File: src/rtl/seq_det_pkg.sv
// seq_det_pkg: shared types and defaults for the shared "1011" detector.
// It holds the controller state enum, the detector state enum and the
// default requester count and word width.
package seq_det_pkg;

  localparam int NREQ_DEF  = 4;
  localparam int WIDTH_DEF = 8;

  typedef enum logic [1:0] {
    IDLE  = 2'b00,
    SHIFT = 2'b01,
    FLUSH = 2'b10,
    DONE  = 2'b11
  } ctrl_state_t;

  typedef enum logic [2:0] {
    A = 3'b000,
    B = 3'b001,
    C = 3'b010,
    D = 3'b011,
    E = 3'b100
  } det_state_t;

endpackage

File: src/rtl/seq_det_core.sv
// seq_det_core: 5-state Moore recogniser for the bit pattern "1011".
// det is high while the state is E, so a detection shows up one cycle
// after the bit that completes the pattern.
// Build option: SEQ_DET_OVERLAP_EN selects overlapping detection
// (E,0->C). Without it the recogniser restarts after a hit (E,0->A).
module seq_det_core
  import seq_det_pkg::*;
(
  input  logic clk,
  input  logic rst,
  input  logic clr,
  input  logic en,
  input  logic x,
  output logic det
);

  det_state_t st;

  function automatic det_state_t next_st(input det_state_t s, input logic b);
    det_state_t n;
    case (s)
      A:       n = b ? B : A;
      B:       n = b ? B : C;
      C:       n = b ? D : A;
      D:       n = b ? E : C;
`ifdef SEQ_DET_OVERLAP_EN
      E:       n = b ? B : C;
`else
      E:       n = b ? B : A;
`endif
      default: n = A;
    endcase
    return n;
  endfunction

  // Recogniser state: clr restarts at A, en advances by one bit, otherwise hold.
  always_ff @(posedge clk or posedge rst) begin
    if (rst) begin
      st <= A;
    end else if (clr) begin
      st <= A;
    end else if (en) begin
      st <= next_st(st, x);
    end
  end

  assign det = (st == E);

endmodule

File: src/rtl/seq_det_sched.sv
// seq_det_sched: round-robin scheduler that lets NREQ requesters share a
// single "1011" detector. The granted word is shifted MSB first through
// seq_det_core. The number of detections is reported with a done pulse
// WIDTH+1 cycles after the one-hot grant pulse.
// Build option: SEQ_DET_OVERLAP_EN (passed to seq_det_core) selects
// overlapping detection.
module seq_det_sched
  import seq_det_pkg::*;
#(
  parameter  int NREQ  = NREQ_DEF,
  parameter  int WIDTH = WIDTH_DEF,
  localparam int IDW   = (NREQ > 1) ? $clog2(NREQ) : 1,
  localparam int CW    = $clog2(WIDTH) + 1
) (
  input  logic                  clk,
  input  logic                  rst,
  input  logic [NREQ-1:0]       req,
  input  logic [NREQ*WIDTH-1:0] data,
  output logic [NREQ-1:0]       gnt,
  output logic                  busy,
  output logic                  done,
  output logic [IDW-1:0]        done_id,
  output logic [CW-1:0]         match_cnt
);

  ctrl_state_t      state;
  logic [IDW-1:0]   last_grant;
  logic [IDW-1:0]   winner;
  logic             found;
  logic             grant_fire;
  logic [WIDTH-1:0] sel_word;
  logic [WIDTH-1:0] word;
  logic [CW-1:0]    bitcnt;
  logic [CW-1:0]    acc;
  logic             det;

  // Round-robin pick: scan upward from the requester after last_grant.
  always_comb begin : rr_pick
    int             idx;
    logic [IDW-1:0] cand;
    idx    = 0;
    cand   = '0;
    winner = '0;
    found  = 1'b0;
    for (int i = 1; i <= NREQ; i++) begin
      idx = int'(last_grant) + i;
      if (idx >= NREQ) idx = idx - NREQ;
      cand = idx[IDW-1:0];
      if (!found && req[cand]) begin
        winner = cand;
        found  = 1'b1;
      end
    end
  end

  // Route the winning requester's word to the load port of the shift register.
  always_comb begin
    sel_word = '0;
    for (int i = 0; i < NREQ; i++) begin
      if (winner == IDW'(i)) sel_word = data[i*WIDTH +: WIDTH];
    end
  end

  // A grant can be taken from IDLE and also from DONE. DONE counts as the
  // idle point of a back-to-back run, so a single requester that keeps its
  // request up is served every WIDTH+2 cycles and loses no extra cycle.
  assign grant_fire = found && ((state == IDLE) || (state == DONE));

  // Word register: load at the grant edge and shift left once per SHIFT cycle.
  always_ff @(posedge clk) begin
    if (grant_fire) begin
      word <= sel_word;
    end else if (state == SHIFT) begin
      word <= word << 1;
    end
  end

  seq_det_core u_core (
    .clk (clk),
    .rst (rst),
    .clr (grant_fire),
    .en  (state == SHIFT),
    .x   (word[WIDTH-1]),
    .det (det)
  );

  // Controller FSM with registered gnt/busy/done and result outputs.
  // acc counts cycles in which det is high during SHIFT and FLUSH. In the
  // first SHIFT cycle det is always low because the recogniser was just
  // cleared. The hit on the final bit is only visible in FLUSH, so that
  // hit is added when the result is latched.
  always_ff @(posedge clk or posedge rst) begin
    if (rst) begin
      state      <= IDLE;
      gnt        <= '0;
      busy       <= 1'b0;
      done       <= 1'b0;
      done_id    <= '0;
      match_cnt  <= '0;
      last_grant <= IDW'(NREQ - 1);
      bitcnt     <= '0;
      acc        <= '0;
    end else begin
      gnt  <= '0;
      done <= 1'b0;
      case (state)
        IDLE, DONE: begin
          if (grant_fire) begin
            state      <= SHIFT;
            gnt        <= NREQ'(1) << winner;
            busy       <= 1'b1;
            last_grant <= winner;
            bitcnt     <= '0;
            acc        <= '0;
          end else begin
            state <= IDLE;
            busy  <= 1'b0;
          end
        end
        SHIFT: begin
          acc    <= acc + CW'(det);
          bitcnt <= bitcnt + 1'b1;
          if (bitcnt == CW'(WIDTH - 1)) state <= FLUSH;
        end
        FLUSH: begin
          state     <= DONE;
          done      <= 1'b1;
          done_id   <= last_grant;
          match_cnt <= acc + CW'(det);
        end
        default: begin
          state <= IDLE;
          busy  <= 1'b0;
        end
      endcase
    end
  end

endmodule

File: config.mk
export PLATFORM = sky130hd
export DESIGN_NAME = seq_det_sched
export DESIGN_NICKNAME = d
export VERILOG_FILES = /design/src/rtl/seq_det_pkg.sv /design/src/rtl/seq_det_core.sv /design/src/rtl/seq_det_sched.sv
export SDC_FILE = /design/constraint.sdc
export NUM_CORES = 1
export LEC_CHECK = 0
export ABC_AREA = 0
export CAP_MARGIN = 5
export CORE_MARGIN = 3
export CORE_UTILIZATION = 45
export CTS_CLUSTER_DIAMETER = 40
export DETAILED_ROUTE_END_ITERATION = 8
export PLACE_DENSITY_LB_ADDON = 0.25
export SYNTH_ARGS = -nofsm -noshare
export SYNTH_HDL_FRONTEND = slang
export SYNTH_SLANG_ARGS = --single-unit
File: constraint.sdc
create_clock -name clk -period 1.85 [get_ports clk]
set_input_delay 0.185 -clock clk [delete_from_list [all_inputs] [get_ports clk]]
set_output_delay 0.185 -clock clk [all_outputs]
set_load 0.05 [all_outputs]
Run 1, cell outlines without signal wires:
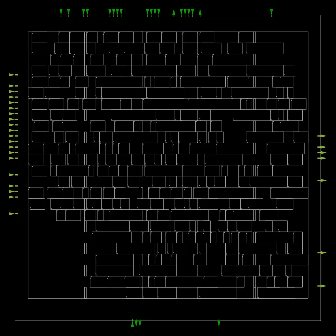
final cell count without fillers: 333
count of inserted tapcells: 52

Run 1, cells by drive strength:
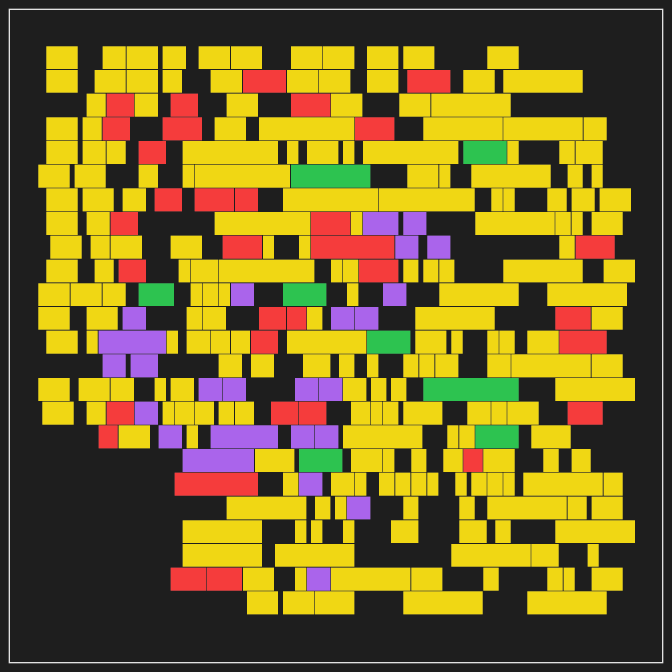
[x3 and x4] purple | cells: 25 | share: 8.9% | most used: buf_4
[x6 and larger] green | cells: 8 | share: 2.8% | most used: clkbuf_8
[x1 and smaller] yellow | cells: 215 | share: 77% | most used: clkdlybuf4s50_1
[x2] red | cells: 33 | share: 12% | most used: o21ai_2

==> datasheet_impl.txt, run 1 <==
Physical implementation characteristics

Parameter                              Value

Detailed routing
  Routed length on met2 .................. 2.21 mm
  Routed metal-1 wirelength .................. 2.23 mm
  Via count normalized by instance count .................. 5.53
  Via Count .................. 1842
  Amount of wire on met3 after detailed routing .................. 209 µm
  Routed len/inst .................. 14.1 µm
  1st-iter DRT viols .................. 109
  Total DRC errors in the routed layout .................. 0
  1st-pass router iterations .................. 4
  Highest metal layer used by the detailed router .................. met4
  Count of antenna-violating nets left after detailed routing .................. 0
  Wire length reported by the detailed router .................. 4.71 mm

Yosys
  Chip area from the yosys synthesis statistics .................. 0.00213 mm²
  Synth async-reset ratio .................. 77.1%
  Area fraction in and, or, nand and nor cells .................. 18.4%
  Sequential fraction of the synthesis area .................. 43.1%
  Area fraction in mux cells .................. 7.28%
  Synth unique cells .................. 50
  Yosys aoi share .................. 23.6%
  Cell count listed in synth_stat.txt .................. 213
  Yosys warning tally .................. 0
  Top cell area share .................. 29.3%
  Fa+ha+maj area frac .................. 2.93%
  Most used flip-flop cell after synthesis .................. sky130_fd_sc_hd__dfrtp_1
  Most frequent cell after synthesis .................. sky130_fd_sc_hd__dfrtp_1
  Main logic family after synthesis .................. AND-OR/OR-AND gates
  Post-synth top cells .................. sky130_fd_sc_hd__dfrtp_1 (25), sky130_fd_sc_hd__nand2_1 (19), sky130_fd_sc_hd__nor2_1 (14)
  Cell type contributing the most total cell area after synthesis .................. sky130_fd_sc_hd__dfrtp_1
  EDFF count, synth .................. 8
  Per-instance average area after synthesis .................. 10.0 µm²
  Post-synthesis register bit count .................. 35
  Synthesized netlist cell count .................. 213
  Synthesized net count .................. 256

Setup path
  Worst Path Buf+Inv .................. 0
  Startpoint type of the worst setup path .................. flip-flop
  Critical path data arrival time .................. 1.87 ns
  Kind of cell adding the most delay to the critical path .................. flip-flops
  Crit-path slowest cell .................. sky130_fd_sc_hd__dfstp_2
  Path length in cells of the critical path .................. 5
  CP Class .................. flip-flop to flip-flop
  Critical path capture point .................. word[7]
  Depth of the worst register-to-register path .................. 5
  Series of cell instances along the critical path .................. nand2_2 -> a31oi_4 -> and2_4 -> mux2i_2 -> o211ai_2
  Reg2reg start .................. last_grant[1]
  Required time at the worst-slack endpoint .................. 1.89 ns
  Register-to-Register Setup Slack .................. 0.03 ns
  Endpoint of the worst-slack reg-to-reg timing path .................. word[7]
  Maximum fanout count along the critical path .................. 8
  Type of element capturing the critical path .................. flip-flop
  Critical Path Start .................. last_grant[1]

Power and ir drop
  Clk. pwr .................. 769 µW
  PD cells .................. 1680 mW/mm²
  Combinational gate power .................. 2780 µW
  Share of total power in the clock network .................. 15.5%
  Combinational cell fraction of total power .................. 56.1%
  Fraction of power spent switching nets .................. 42.4%
  Pwr Total .................. 4960 µW
  Group drawing the most power .................. combinational cells
  P_int .................. 2860 µW
  Worst vdd ir .................. 0.000672 V
  P_seq .................. 1410 µW
  Switching power summed over all nets .................. 2100 µW

Global routing
  Global-route wire length before repair .................. 7.65 mm
  Met2 GRT Util .................. 27.3%
  GRT met3 Usage .................. 4.41%
  Global routing usage on met1 .................. 24.8%
  Grt ovf .................. 0
  Number of global-route vias before repair .................. 1693
  Peak-usage layer in the global routing report .................. met2
  Antenna violations before repair .................. 0
  Total global-route track usage .................. 17.8%
  Maximum number of pins on one net before global-route repair .................. 28

Run status
  Run status .................. completed

Clocking
  Clock transition at the register clock pins on the worst setup and hold paths after CTS .................. 0.08 ns
  Clock tree from TritonCTS .................. done
  Number of buffers between clock root and the deepest sink .................. 2
  Cts bufs inserted .................. 5
  Count of hold-fix buffers inserted at cts .................. 0
  Number of clock sinks .................. 35
  CTS root buf .................. sky130_fd_sc_hd__clkbuf_8
  Clock Latency Late Sink .................. 0.29 ns
  Maximum level of the CTS H-tree .................. 2
  Number of resized instances in the post-cts repair step .................. 0
  Post-CTS setup buffer count .................. 0

Final layout
  Sequential cell count of the final layout .................. 35
  Fill cell instance count of the final layout .................. 374
  Portion of the layout cell area used by clock cells .................. 4.44%
  Final core occ .................. 66.1%
  Count of clock-net buffers in the final layout .................. 6
  Register cell area after layout .................. 918 µm²
  Plain + repair buffers .................. 69
  Comb gate area .................. 0.00117 mm²
  Fraction of final layout cells sized beyond drive strength 1 .................. 23.5%
  Final-layout non-clock buffer area share .................. 21.8%
  Diode count .................. 0
  Largest register by flop count .................. word
  Commonest cells after routing, fill and taps aside .................. sky130_fd_sc_hd__clkdlybuf4s50_1 (49), sky130_fd_sc_hd__dfrtp_1 (25), sky130_fd_sc_hd__nand2_1 (19), sky130_fd_sc_hd__buf_4 (19), sky130_fd_sc_hd__nor2_1 (13)
  Number of combinational gates with multiple inputs .................. 162
  Leading cell type in the layout, fill and taps excluded .................. sky130_fd_sc_hd__clkdlybuf4s50_1
  Share of cell area taken by multi-input logic gates .................. 39.6%
  Number of non-clock inverters in the layout .................. 7
  Area growth syn-to-layout .................. 38.7%
  Flip-flop count of the largest register after layout .................. 8
  Seq/total area .................. 31.1%
  Final-stage net count .................. 323

Placement
  Final HPWL from detailed placement .................. 3.49 mm
  Weighted congestion reported at the end of routability-driven placement .................. 0.829
  Setup Slack @ Placement .................. -0.117 ns
  Number of placed instances, taps included .................. 322
  IO Port Bufs .................. 49
  DP Area .................. 0.00277 mm²

Floorplanning
  Core Footprint .................. 0.00447 mm²
  Starting utilization of the core area .................. 47.7%
  Placement row count .................. 24
  Width of the die .................. 74.8 µm
  I/O pin count .................. 50
  Area of the chip .................. 0.00560 mm²
  Chip Height .................. 74.8 µm

Final timing
  Post-route worst hold slack .................. 0.255 ns
  Total count of hold-check failures in the final report .................. 0
  Setup TNS Final .................. 0 ns
  Upper clock frequency limit .................. 549 MHz
  Final critical path time including I/O delays and setup .................. 1.82 ns
  Fin Clk Skew .................. 0.0107 ns
  Setup repair after global routing missed its margin .................. true
  Transition at the pin with the smallest max-transition slack .................. 0.518 ns
  Ratio of final minimum period to clock period .................. 98.4%
  Rel. slew slack .................. 65.3%
  Least setup slack across all paths after layout .................. 0.0290 ns
  Number of slew-limit violations in the final report .................. 0

Job
  Number of OpenROAD warnings .................. 28
  Max-capacitance violation count .................. 0

Min path
  Worst min-delay path category .................. primary input to asynchronous set/reset pin
Run 1, wiring heat map:
The die is cut into 15 by 15 equal tiles; dark blue is low, red is high, scaled to the fullest tile. Values are wire area over tile area, all layers added.
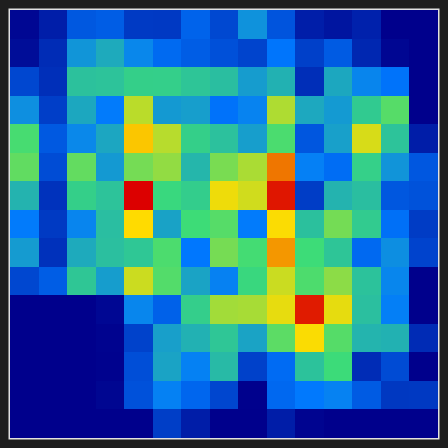
densest ninth of the die: middle
mean over tiles: 0.13
fullest tile: 0.44
nearly empty tiles: 17%
tiles over half the peak: 19%

Run 1, clock distribution:
Scale bar: 20 µm.
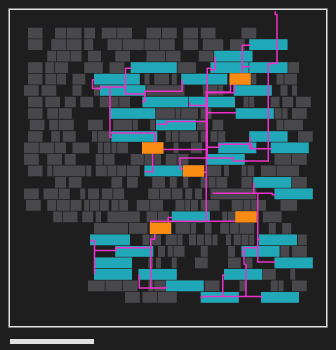
[clock-net drivers] orange | count: 5
[clock wires] magenta | length: 444 µm
[flip-flops] cyan | count: 35
routed clock nets: 6

--- run 2 (diff from run 1) ---
Settings changed: CAP_MARGIN 5 to not set, HOLD_SLACK_MARGIN set to 0.15, SKIP_LAST_GASP set to 1.
Run 2, wiring heat map:
The die is cut into 15 by 15 equal tiles; dark blue is low, red is high, scaled to the fullest tile. Values are wire area over tile area, all layers added.
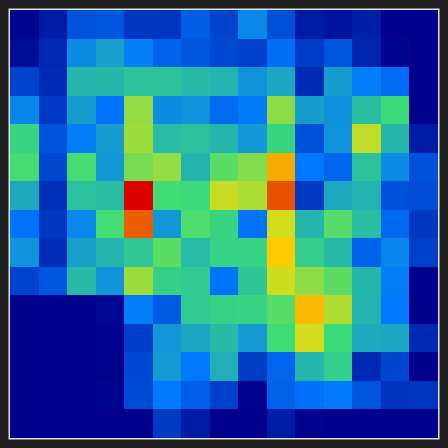
fullest tile: 0.48
nearly empty tiles: 17%
densest ninth of the die: middle

Run 2, clock distribution:
Scale bar: 20 µm.
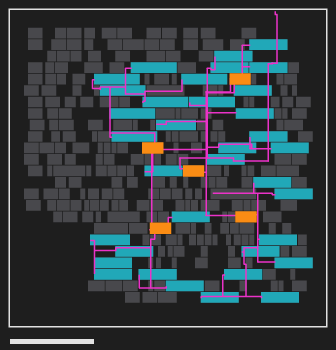
Fin Clk Skew: 0.0106 ns
Clk. pwr: 770 µW
share of total power in the clock network: 15.5%
Clock Latency Late Sink: 0.29 ns

==> run 2 against run 1 <==
  * Highest routed layer unchanged
  * Non-clock buffer count unchanged
  * Clock skew about the same
  * Largest cell class unchanged
  * Clock-buffer cell count unchanged
  * First-iteration DRC count unchanged
  * Via count increased by 0.49%
  * Wire length about the same
  * Sequential power about the same
==> datasheet_impl.txt, run 2 <==
Physical implementation characteristics

Parameter                              Value

Run status
  Run status .................. completed

Final timing
  Setup repair after global routing missed its margin .................. true
  Least setup slack across all paths after layout .................. 0.0316 ns
  Setup TNS Final .................. 0 ns
  Final critical path time including I/O delays and setup .................. 1.82 ns
  Transition at the pin with the smallest max-transition slack .................. 0.518 ns
  Total count of hold-check failures in the final report .................. 0
  Ratio of final minimum period to clock period .................. 98.3%
  Number of slew-limit violations in the final report .................. 0

Setup path
  Depth of the worst register-to-register path .................. 5
  Worst Path Buf+Inv .................. 0
  Path length in cells of the critical path .................. 5
  Series of cell instances along the critical path .................. nand2_2 -> a31oi_4 -> and2_4 -> mux2i_2 -> o211ai_2
  Maximum fanout count along the critical path .................. 8
  Reg2reg start .................. last_grant[1]
  Register-to-Register Setup Slack .................. 0.03 ns
  Endpoint of the worst-slack reg-to-reg timing path .................. word[7]
  Required time at the worst-slack endpoint .................. 1.89 ns
  Startpoint type of the worst setup path .................. flip-flop

Global routing
  Met2 GRT Util .................. 27.3%
  Total global-route track usage .................. 17.8%
  Number of global-route vias before repair .................. 1693
  Global routing usage on met1 .................. 24.8%
  Antenna violations before repair .................. 0

Yosys
  Most used flip-flop cell after synthesis .................. sky130_fd_sc_hd__dfrtp_1
  Synth async-reset ratio .................. 77.1%
  Most frequent cell after synthesis .................. sky130_fd_sc_hd__dfrtp_1
  Area fraction in and, or, nand and nor cells .................. 18.4%
  Synthesized netlist cell count .................. 213
  Main logic family after synthesis .................. AND-OR/OR-AND gates
  Per-instance average area after synthesis .................. 10.0 µm²
  EDFF count, synth .................. 8
  Chip area from the yosys synthesis statistics .................. 0.00213 mm²
  Area fraction in mux cells .................. 7.28%
  Sequential fraction of the synthesis area .................. 43.1%
  Fa+ha+maj area frac .................. 2.93%

Final layout
  Register cell area after layout .................. 918 µm²
  Commonest cells after routing, fill and taps aside .................. sky130_fd_sc_hd__clkdlybuf4s50_1 (49), sky130_fd_sc_hd__dfrtp_1 (25), sky130_fd_sc_hd__nand2_1 (19), sky130_fd_sc_hd__buf_4 (19), sky130_fd_sc_hd__nor2_1 (13)
  Flip-flop count of the largest register after layout .................. 8
  Number of combinational gates with multiple inputs .................. 162
  Fill cell instance count of the final layout .................. 376
  Fraction of final layout cells sized beyond drive strength 1 .................. 23.1%
  Final core occ .................. 66.0%
  Final-layout non-clock buffer area share .................. 21.8%
  Sequential cell count of the final layout .................. 35
  Count of clock-net buffers in the final layout .................. 6
  Plain + repair buffers .................. 69
  Seq/total area .................. 31.1%
  Largest register by flop count .................. word
  Area growth syn-to-layout .................. 38.5%

Detailed routing
  Routed length on met2 .................. 2.22 mm
  Wire length reported by the detailed router .................. 4.71 mm
  1st-iter DRT viols .................. 109
  Highest metal layer used by the detailed router .................. met4
  Count of antenna-violating nets left after detailed routing .................. 0
  Routed len/inst .................. 14.1 µm
  1st-pass router iterations .................. 4

Job
  Max-capacitance violation count .................. 0
  Number of OpenROAD warnings .................. 28

Clocking
  Count of hold-fix buffers inserted at cts .................. 0
  Post-CTS setup buffer count .................. 0
  Clock transition at the register clock pins on the worst setup and hold paths after CTS .................. 0.08 ns
  Number of clock sinks .................. 35
  Clock tree from TritonCTS .................. done
  Number of buffers between clock root and the deepest sink .................. 2
  Maximum level of the CTS H-tree .................. 2

Floorplanning
  Width of the die .................. 74.8 µm
  Starting utilization of the core area .................. 47.7%
  Placement row count .................. 24
  Chip Height .................. 74.8 µm
  Core Footprint .................. 0.00447 mm²

Power and ir drop
  Combinational cell fraction of total power .................. 56.1%
  Switching power summed over all nets .................. 2100 µW
  Combinational gate power .................. 2780 µW
  Worst vdd ir .................. 0.000673 V
  Pwr Total .................. 4950 µW
  Fraction of power spent switching nets .................. 42.4%
  PD cells .................. 1680 mW/mm²

Placement
  Setup Slack @ Placement .................. -0.117 ns
  Final HPWL from detailed placement .................. 3.49 mm
  IO Port Bufs .................. 49
  Weighted congestion reported at the end of routability-driven placement .................. 0.829
  Number of placed instances, taps included .................. 322
--- run 3 (diff from run 2) ---
Settings changed: CORE_UTILIZATION 45 to 44, SLEW_MARGIN set to 0, SYNTH_HIERARCHICAL set to 1.
Run 3, sequential cells coloured by netlist name:
Scale bar: 20 µm.
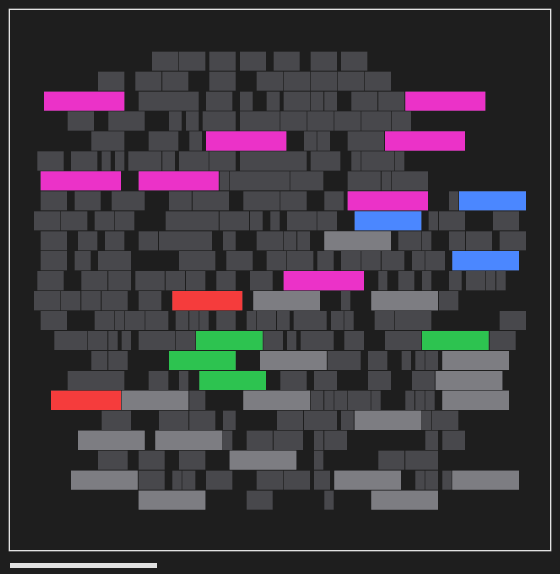
[`word`] magenta | sequential cells: 8
[`u_core/st`] blue | sequential cells: 3
[`last_grant`] red | sequential cells: 2
[`gnt`] green | sequential cells: 4

Run 3, cells by drive strength:
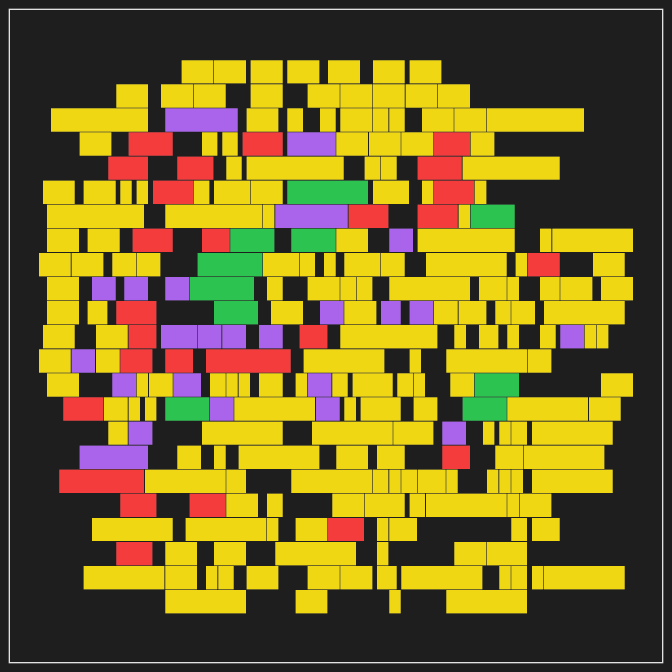
final instance area: 0.00283 mm²
least setup slack across all paths after layout: -0.0183 ns
Plain + repair buffers: 70
Area growth syn-to-layout: 40.8%

==> run 3 against run 2 <==
  * The flow now finishes with violations (negative setup slack)
  * Critical path depth rose by 1
  * Clock-buffer cell count up 2
  * First-iteration DRC count is 25% lower
  * Critical path type unchanged
  * Critical endpoint is now word[4]
  * Largest cell class unchanged
  * Largest power group unchanged
  * Highest routed layer unchanged
==> datasheet_impl.txt, run 3 <==
Physical implementation characteristics

Parameter                              Value

Final layout
  Flip-flop count of the largest register after layout .................. 8
  Comb gate area .................. 0.00103 mm²
  Sequential cell count of the final layout .................. 35
  Seq/total area .................. 32.4%
  Fraction of final layout cells sized beyond drive strength 1 .................. 23.6%
  Count of clock-net buffers in the final layout .................. 8
  Number of non-clock inverters in the layout .................. 8
  Final-stage net count .................. 296
  Final core occ .................. 67.4%
  Share of cell area taken by multi-input logic gates .................. 36.2%
  Register cell area after layout .................. 918 µm²
  Leading cell type in the layout, fill and taps excluded .................. sky130_fd_sc_hd__clkdlybuf4s50_1
  Commonest cells after routing, fill and taps aside .................. sky130_fd_sc_hd__clkdlybuf4s50_1 (49), sky130_fd_sc_hd__dfrtp_1 (25), sky130_fd_sc_hd__nand2_1 (21)
  Largest register by flop count .................. word
  Final-layout non-clock buffer area share .................. 24.5%

Clocking
  Number of clock sinks .................. 35
  Number of resized instances in the post-cts repair step .................. 0
  Clock Latency Late Sink .................. 0.28 ns
  Post-CTS setup buffer count .................. 0
  Clock tree from TritonCTS .................. done

Detailed routing
  1st-iter DRT viols .................. 82
  Via count normalized by instance count .................. 5.33
  Count of antenna-violating nets left after detailed routing .................. 0
  Routed len/inst .................. 14.4 µm
  Highest metal layer used by the detailed router .................. met4
  Wire length reported by the detailed router .................. 4.38 mm
  Via Count .................. 1620
  1st-pass router iterations .................. 4
  Routed length on met2 .................. 2.22 mm
  Routed metal-1 wirelength .................. 1.95 mm
  Amount of wire on met3 after detailed routing .................. 181 µm
  Total DRC errors in the routed layout .................. 0

Setup path
  Crit-path slowest cell .................. sky130_fd_sc_hd__dfstp_2
  Kind of cell adding the most delay to the critical path .................. flip-flops
  Critical path capture point .................. word[4]
  Maximum fanout count along the critical path .................. 8
  Path length in cells of the critical path .................. 6
  Critical Path Start .................. last_grant[1]
  Type of element capturing the critical path .................. flip-flop
  Critical path data arrival time .................. 1.90 ns
  Series of cell instances along the critical path .................. mux2i_1 -> o22ai_2 -> nor2_4 -> clkbuf_16 -> mux2i_1 -> o211ai_2

Min path
  Worst min-delay path category .................. flip-flop to flip-flop

Final timing
  Final setup viols .................. 1
  Ratio of final minimum period to clock period .................. 101%
  Total count of hold-check failures in the final report .................. 0
  Number of slew-limit violations in the final report .................. 0
  Transition at the pin with the smallest max-transition slack .................. 0.504 ns
  Rel. slew slack .................. 66.3%
  Setup TNS Final .................. -0.0183 ns
  Fin Clk Skew .................. 0.00606 ns
  Least setup slack across all paths after layout .................. -0.0183 ns
  Upper clock frequency limit .................. 535 MHz

Yosys
  Area fraction in mux cells .................. 11.1%
  Cell type contributing the most total cell area after synthesis .................. sky130_fd_sc_hd__dfrtp_1
  EDFF count, synth .................. 8
  Most used flip-flop cell after synthesis .................. sky130_fd_sc_hd__dfrtp_1
  Per-instance average area after synthesis .................. 10.9 µm²
  Chip area from the yosys synthesis statistics .................. 0.00201 mm²
  Sequential fraction of the synthesis area .................. 45.6%
  Yosys warning tally .................. 6
  Top cell area share .................. 31.1%
  Cell count listed in synth_stat.txt .................. 185
  Synthesized netlist cell count .................. 185
  Post-synthesis register bit count .................. 35
  Yosys aoi share .................. 17.9%
  Fa+ha+maj area frac .................. 3.11%
  Post-synth top cells .................. sky130_fd_sc_hd__dfrtp_1 (25), sky130_fd_sc_hd__nand2_1 (21), sky130_fd_sc_hd__nand3_1 (17)
  Area fraction in and, or, nand and nor cells .................. 16.2%

Placement
  Weighted congestion reported at the end of routability-driven placement .................. 0.793
  Setup Slack @ Placement .................. -0.266 ns
  IO Port Bufs .................. 49
  Final HPWL from detailed placement .................. 3.30 mm
  Number of placed instances, taps included .................. 294

Floorplanning
  Placement row count .................. 23
  Width of the die .................. 73.6 µm
  Starting utilization of the core area .................. 47.9%
  Core Footprint .................. 0.00420 mm²
  Area of the chip .................. 0.00542 mm²
  Chip Height .................. 73.6 µm
  I/O pin count .................. 50

Global routing
  Maximum number of pins on one net before global-route repair .................. 25
  Grt ovf .................. 0
  Number of global-route vias before repair .................. 1481
  Peak-usage layer in the global routing report .................. met2
  GRT met3 Usage .................. 3.69%

Run status
  Run status .................. finished with violations
  Violations in the final reports .................. negative setup slack

Power and ir drop
  Fraction of power spent switching nets .................. 41.5%
  Group drawing the most power .................. combinational cells
  Worst vdd ir .................. 0.000734 V
  P_seq .................. 1340 µW
  Combinational cell fraction of total power .................. 58.1%
  Switching power summed over all nets .................. 1930 µW
  Combinational gate power .................. 2700 µW
  PD cells .................. 1640 mW/mm²
  Clk. pwr .................. 606 µW
  Share of total power in the clock network .................. 13.0%

Job
  Max-capacitance violation count .................. 0
  Number of OpenROAD warnings .................. 28
Power and IR drop assume default switching activity.
